$ cat src/rtl/and_gate_bist.sv
// and_gate_bist -- built-in self-test sequencer for one AND gate.
//
// Walks the gate inputs through {A,B} = 00, 01, 10, 11 for ITERATIONS sweeps.
// Each vector is held for max(SETTLE_CYCLES,1) clocks before Y is compared
// against A&B. The run ends with a one-cycle done pulse and a pass flag.
//
// Optional build macro: AND_BIST_STOP_ON_FAIL_EN
//   defined   -> the first mismatch ends the run immediately (pass=0)
//   undefined -> every vector of every sweep is applied and all mismatches
//                are accumulated
//
// Ports:
//   clk        rising-edge clock
//   rst_n      asynchronous active-low reset
//   start      run request, sampled only in IDLE
//   abort      synchronous abort of a running test
//   A_out      drives gate input A
//   B_out      drives gate input B
//   Y_in       gate output Y
//   busy       high while a vector is settling or being checked
//   done       one-cycle completion pulse
//   pass       result of the last run, held until the next accepted start
//   err_vec    sticky mismatch flag per vector, bit index = {A,B}
//   fail_count saturating mismatch count
module and_gate_bist #(
   parameter int unsigned SETTLE_CYCLES = 1,
   parameter int unsigned ITERATIONS    = 1,
   parameter int unsigned CNT_W         = 8
) (
   input  logic             clk,
   input  logic             rst_n,
   input  logic             start,
   input  logic             abort,
   output logic             A_out,
   output logic             B_out,
   input  logic             Y_in,
   output logic             busy,
   output logic             done,
   output logic             pass,
   output logic [3:0]       err_vec,
   output logic [CNT_W-1:0] fail_count
);

   localparam int unsigned S_EFF = (SETTLE_CYCLES == 0) ? 1 : SETTLE_CYCLES;
   localparam int unsigned CW    = (S_EFF > 1) ? $clog2(S_EFF) : 1;
   localparam int unsigned IW    = (ITERATIONS > 1) ? $clog2(ITERATIONS) : 1;
   localparam logic [CW-1:0] CNT_LAST  = CW'(S_EFF - 1);
   localparam logic [IW-1:0] ITER_LAST = IW'(ITERATIONS - 1);

   typedef enum logic [1:0] {IDLE, SETTLE, CHECK, DONE} state_t;

   state_t           state, state_nxt;
   logic [CW-1:0]    cnt, cnt_nxt;
   logic [1:0]       idx, idx_nxt;
   logic [IW-1:0]    iter, iter_nxt;
   logic             a_nxt, b_nxt, busy_nxt, done_nxt, pass_nxt;
   logic [3:0]       err_nxt;
   logic [CNT_W-1:0] fcnt_nxt;

   logic mismatch, last_vec, stop_fail;

   assign mismatch = (Y_in != (A_out & B_out));
   assign last_vec = (idx == 2'd3) && (iter == ITER_LAST);

`ifdef AND_BIST_STOP_ON_FAIL_EN
   assign stop_fail = mismatch;
`else
   assign stop_fail = 1'b0;
`endif

   // State register plus all registered outputs and datapath.
   always_ff @(posedge clk or negedge rst_n) begin
      if (!rst_n) begin
         state      <= IDLE;
         cnt        <= '0;
         idx        <= '0;
         iter       <= '0;
         A_out      <= 1'b0;
         B_out      <= 1'b0;
         busy       <= 1'b0;
         done       <= 1'b0;
         pass       <= 1'b0;
         err_vec    <= '0;
         fail_count <= '0;
      end else begin
         state      <= state_nxt;
         cnt        <= cnt_nxt;
         idx        <= idx_nxt;
         iter       <= iter_nxt;
         A_out      <= a_nxt;
         B_out      <= b_nxt;
         busy       <= busy_nxt;
         done       <= done_nxt;
         pass       <= pass_nxt;
         err_vec    <= err_nxt;
         fail_count <= fcnt_nxt;
      end
   end

   // Next-state logic.
   always_comb begin
      state_nxt = state;
      unique case (state)
         IDLE:   if (start) state_nxt = SETTLE;
         SETTLE: begin
            if (abort)                 state_nxt = DONE;
            else if (cnt == CNT_LAST)  state_nxt = CHECK;
         end
         CHECK:  begin
            if (abort || last_vec || stop_fail) state_nxt = DONE;
            else                                state_nxt = SETTLE;
         end
         DONE:   state_nxt = IDLE;
         default: state_nxt = IDLE;
      endcase
   end

   // Next values of the registered outputs. The CHECK comparison is recorded
   // even when the run ends in that cycle, so pass is derived from the
   // updated count rather than the current one.
   always_comb begin
      cnt_nxt  = cnt;
      idx_nxt  = idx;
      iter_nxt = iter;
      a_nxt    = A_out;
      b_nxt    = B_out;
      done_nxt = 1'b0;
      pass_nxt = pass;
      err_nxt  = err_vec;
      fcnt_nxt = fail_count;
      busy_nxt = (state_nxt == SETTLE) || (state_nxt == CHECK);

      unique case (state)
         IDLE: begin
            a_nxt = 1'b0;
            b_nxt = 1'b0;
            if (start) begin
               pass_nxt = 1'b0;
               err_nxt  = '0;
               fcnt_nxt = '0;
               idx_nxt  = '0;
               iter_nxt = '0;
               cnt_nxt  = '0;
            end
         end
         SETTLE: begin
            cnt_nxt = cnt + CW'(1);
            if (abort) begin
               a_nxt    = 1'b0;
               b_nxt    = 1'b0;
               done_nxt = 1'b1;
               pass_nxt = 1'b0;
            end
         end
         CHECK: begin
            if (mismatch) begin
               err_nxt[idx] = 1'b1;
               if (fail_count != '1) fcnt_nxt = fail_count + CNT_W'(1);
            end
            if (state_nxt == DONE) begin
               a_nxt    = 1'b0;
               b_nxt    = 1'b0;
               done_nxt = 1'b1;
               pass_nxt = (fcnt_nxt == '0) && !abort;
            end else begin
               idx_nxt = idx + 2'd1;
               if (idx == 2'd3) iter_nxt = iter + IW'(1);
               a_nxt   = idx_nxt[1];
               b_nxt   = idx_nxt[0];
               cnt_nxt = '0;
            end
         end
         DONE: begin
            a_nxt = 1'b0;
            b_nxt = 1'b0;
         end
         default: ;
      endcase
   end

endmodule

$ cat config.mk
export PLATFORM = sky130hd
export DESIGN_NAME = and_gate_bist
export DESIGN_NICKNAME = d
export VERILOG_FILES = /design/src/rtl/and_gate_bist.sv
export SDC_FILE = /design/constraint.sdc
export NUM_CORES = 1
export LEC_CHECK = 0
export ABC_AREA = 1
export CAP_MARGIN = 10
export CORE_ASPECT_RATIO = 0.5
export CORE_MARGIN = 3
export CORE_UTILIZATION = 50
export CTS_CLUSTER_DIAMETER = 120
export DETAILED_ROUTE_END_ITERATION = 12
export GPL_TIMING_DRIVEN = 1
export HOLD_SLACK_MARGIN = 0.12
export PLACE_DENSITY = 0.81
export SETUP_SLACK_MARGIN = 0.2
export SYNTH_ARGS = -nofsm -noshare
export SYNTH_HDL_FRONTEND = slang
export SYNTH_SLANG_ARGS = --single-unit
$ cat constraint.sdc
create_clock -name clk -period 2.7 [get_ports clk]
set_input_delay 0.54 -clock clk [delete_from_list [all_inputs] [get_ports clk]]
set_output_delay 0.54 -clock clk [all_outputs]
set_load 0.02 [all_outputs]
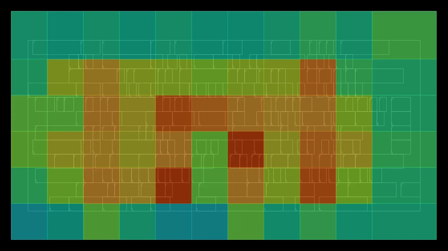
Fig. 1. Routing congestion (run 1).
GR Util met2: 29.13%
most heavily used metal layer in global routing: met2
share of the core filled with cells in the final layout: 70.60%
combined global-route utilization of all metal layers: 18.44%
fraction of met3 tracks used by global routing: 4.772%

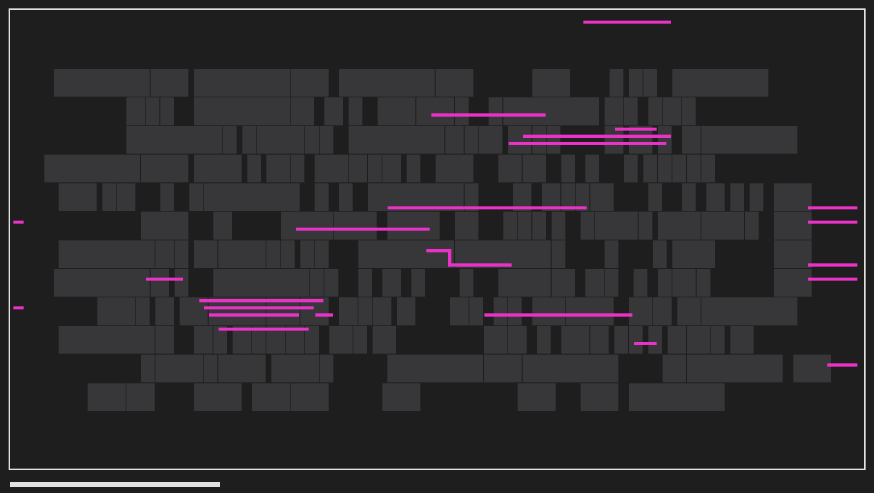
Fig. 2. M3 wires (run 1).
Scale bar: 20 um. Cells faint in the background.
main direction: horizontal
wire length on this layer: 171 um
nets with wire on the layer: 20
Routed Wire Length: 2906 um
total number of vias: 1255

==> Flow_metrics.wiki, run 1 <==
== Metrics ==
{| class="wikitable"
! Metric !! Value
|-
| Portion of netlist area occupied by mux cells || 0%
|-
| Grt met1 use || 25.84%
|-
| Total half-perimeter wirelength after legalization and detailed placement || 2188 um
|-
| Clock tree sinks || 23
|-
| Share of post-route cells with drive strength above 1 || 10.14%
|-
| Fin. max-slew vios || 0
|-
| Number of buffers inserted by port buffering || 21
|-
| Routed length on met2 || 1312 um
|-
| Count of fill cells added during filler insertion || 204
|-
| Flop share of the area || 33.31%
|-
| Outcome || finished clean
|-
| Post-synthesis xor/xnor area fraction || 0.6178%
|-
| Bufs w/o clock || 22
|-
| Yosys synthesis chip area || 1418 um^2
|-
| Iteration-0 DRC count of the detailed router || 34
|-
| Max capacitance violation total || 0
|-
| Category of cells accounting for the largest share of critical-path delay || simple AND/OR/NAND/NOR gates
|-
| Comb gate area || 728.2 um^2
|-
| Most used logic cell in the final layout || nand2_1
|-
| Count of instantiated cells in the yosys netlist || 181
|-
| Largest power group || combinational logic
|-
| Sort of element at the end of the critical path || register
|-
| Count of final hold-check violations || 0
|-
| Headroom to the max-slew limit || 79.81%
|}
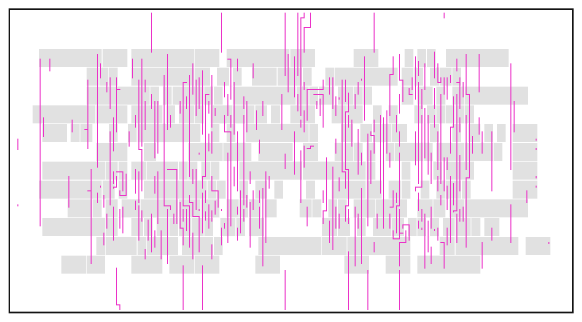
Fig. 3. M2 wires (run 1).
Cells faint in the background.
main direction: vertical
nets with wire on the layer: 178

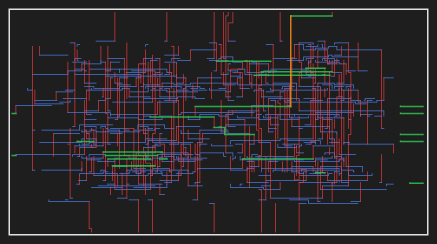
Fig. 4. Wiring by layer (run 1).
| colour | layer | wire length |
|---|---|---|
| orange | met4 | 17.7 um |
| blue | met1 | 1410 um |
| red | met2 | 1310 um |
| green | met3 | 171 um |
post-detailed-route wirelength per cell: 12.01 um

## run 1: final timing paths
| check | endpoint | cells after the start |
|---|---|---|
| worst max-delay path | pass$_DFFE_PN0P_ | 13 |
| worst min-delay path | err_vec[1]$_DFFE_PN0P_ | 2 |
| worst max register to register | pass$_DFFE_PN0P_ | 13 |
| worst min register to register | err_vec[1]$_DFFE_PN0P_ | 2 |
| max in group asynchronous | state[1]$_DFF_PN0_ | 2 |
| min in group asynchronous | cnt$_DFFE_PN0P_ | 2 |
## run 1: repair_timing
item	CTS	global route
gates resized	0	1
endpoints found under the hold margin	0	0
setup endpoints to repair	0	1
## run 1: flip-flops by register name (all words and copies together) (netlist names)
register,flops
iter,1
cnt,1
B_out,1
fail_count,8
err_vec,4
busy,1
done,1
idx,2
A_out,1
pass,1
state,2
Fig. 5: run 1, routed clock nets over the placement
Scale bar: 20 um.
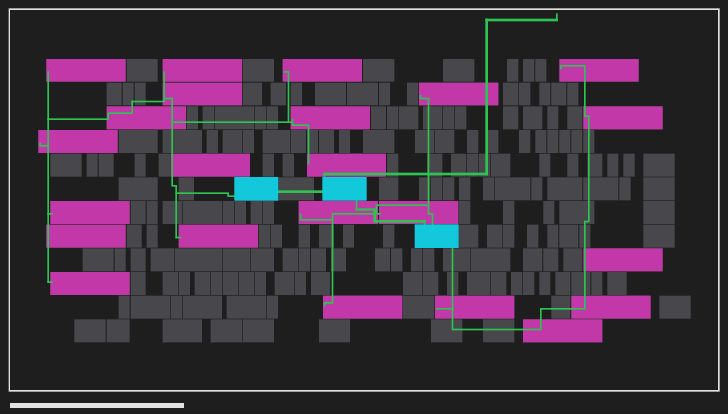

==> run 1 -> run 2 <==
clock period = 2.02 ns   (was 2.7 ns; I/O delays follow)
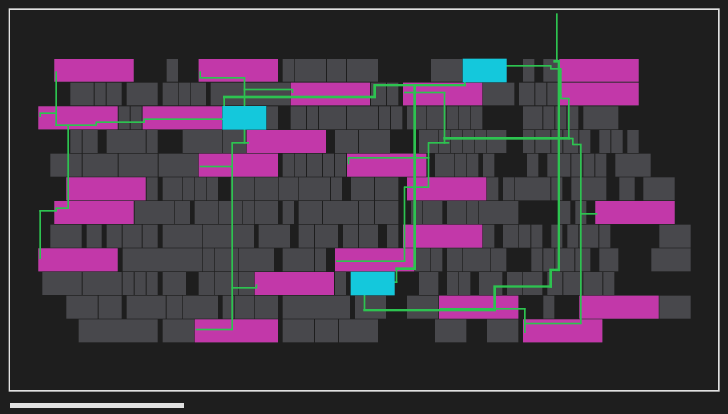
Fig. 6. Routed clock nets over the placement (run 2).
Scale bar: 20 um.
[green] clock wires | length: 343 um
[magenta] flip-flops | count: 23
[cyan] cells driving clock nets | count: 3
flops lie: spread over the die
routed clock nets: 4
fraction of power consumed by the clock network: 9.7%
later-pin clock latency in the skew report: 0.27 ns
clock distribution power: 0.000297 W
Max Clock Skew: 0.003858 ns

==> Flow_metrics.wiki, run 2 <==
== Metrics ==
{| class="wikitable"
! Metric !! Value
|-
| Outcome || finished clean (unchanged)
|-
| Max capacitance violation total || 0 (unchanged)
|-
| Adder-cell share of the synthesized area || 9.709% (unchanged)
|-
| Number of buffers inserted by port buffering || 21 (unchanged)
|-
| Most used logic cell in the final layout || nand2_1 (unchanged)
|-
| Headroom to the max-slew limit || 77.42% (was 79.81%)
|-
| Count of fill cells added during filler insertion || 138 (was 204)
|-
| Sort of element at the end of the critical path || register (unchanged)
|-
| Share of post-route cells with drive strength above 1 || 25.33% (was 10.14%)
|-
| Yosys synthesis chip area || 1418 um^2 (unchanged)
|-
| Grt met1 use || 29.64% (was 25.84%)
|-
| Post-detailed-route wirelength per cell || 15.29 um (was 12.01 um)
|-
| Total number of vias || 1411 (was 1255)
|-
| Comb gate area || 835.8 um^2 (was 728.2 um^2)
|-
| Iteration-0 DRC count of the detailed router || 81 (was 34)
|-
| Combined global-route utilization of all metal layers || 22.47% (was 18.44%)
|-
| Count of multi-input gates || 127 (unchanged)
|-
| Category of cells accounting for the largest share of critical-path delay || AND-OR/OR-AND gates (was simple AND/OR/NAND/NOR gates)
|-
| Flop share of the area || 29.14% (was 33.31%)
|-
| Post-synthesis xor/xnor area fraction || 0.6178% (unchanged)
|-
| Total half-perimeter wirelength after legalization and detailed placement || 2354 um (was 2188 um)
|-
| Routed length on met2 || 1804 um (was 1312 um)
|-
| Fin. max-slew vios || 0 (unchanged)
|-
| GR Util met2 || 35.76% (was 29.13%)
|-
| Top reg by flops || fail_count (unchanged)
|-
| Bufs w/o clock || 40 (was 22)
|-
| Share of the core filled with cells in the final layout || 80.88% (was 70.60%)
|-
| Clock tree sinks || 23 (unchanged)
|-
| Logic depth of the worst path, buffers included || 8 (was 13)
|-
| Count of final hold-check violations || 0 (unchanged)
|-
| Regs by FF count || fail_count: 8 flops, err_vec: 4 flops (unchanged)
|-
| Floorplan net count || 197 (unchanged)
|}
==> run 2: cell counts after synthesis <==
No cell type changed its count.
==> run 2: repair_timing <==
item | 4_1_cts | 5_1_grt
resized | 8 | 19
endpoints found under the setup margin | 7 | 9
pin swaps | 2 | 9
setup buffers | 5 | 5
==> run 2: how the worst max path moves through the flow <==
stage / start / to / slack, ns
4_1_cts: state[0]$_DFF_PN0_ / pass$_DFFE_PN0P_ / 0.13
3_5_place_dp: abort / pass$_DFFE_PN0P_ / -0.14
2_1_floorplan: state[0]$_DFF_PN0_ / pass$_DFFE_PN0P_ / 0.21
6_report: abort / iter$_DFFE_PN0P_ / 0.02
5_1_grt: abort / iter$_DFFE_PN0P_ / -0.07
3_3_place_gp: abort / pass$_DFFE_PN0P_ / -0.03
Power figures rest on the tool's default switching activity, not on a simulated workload.
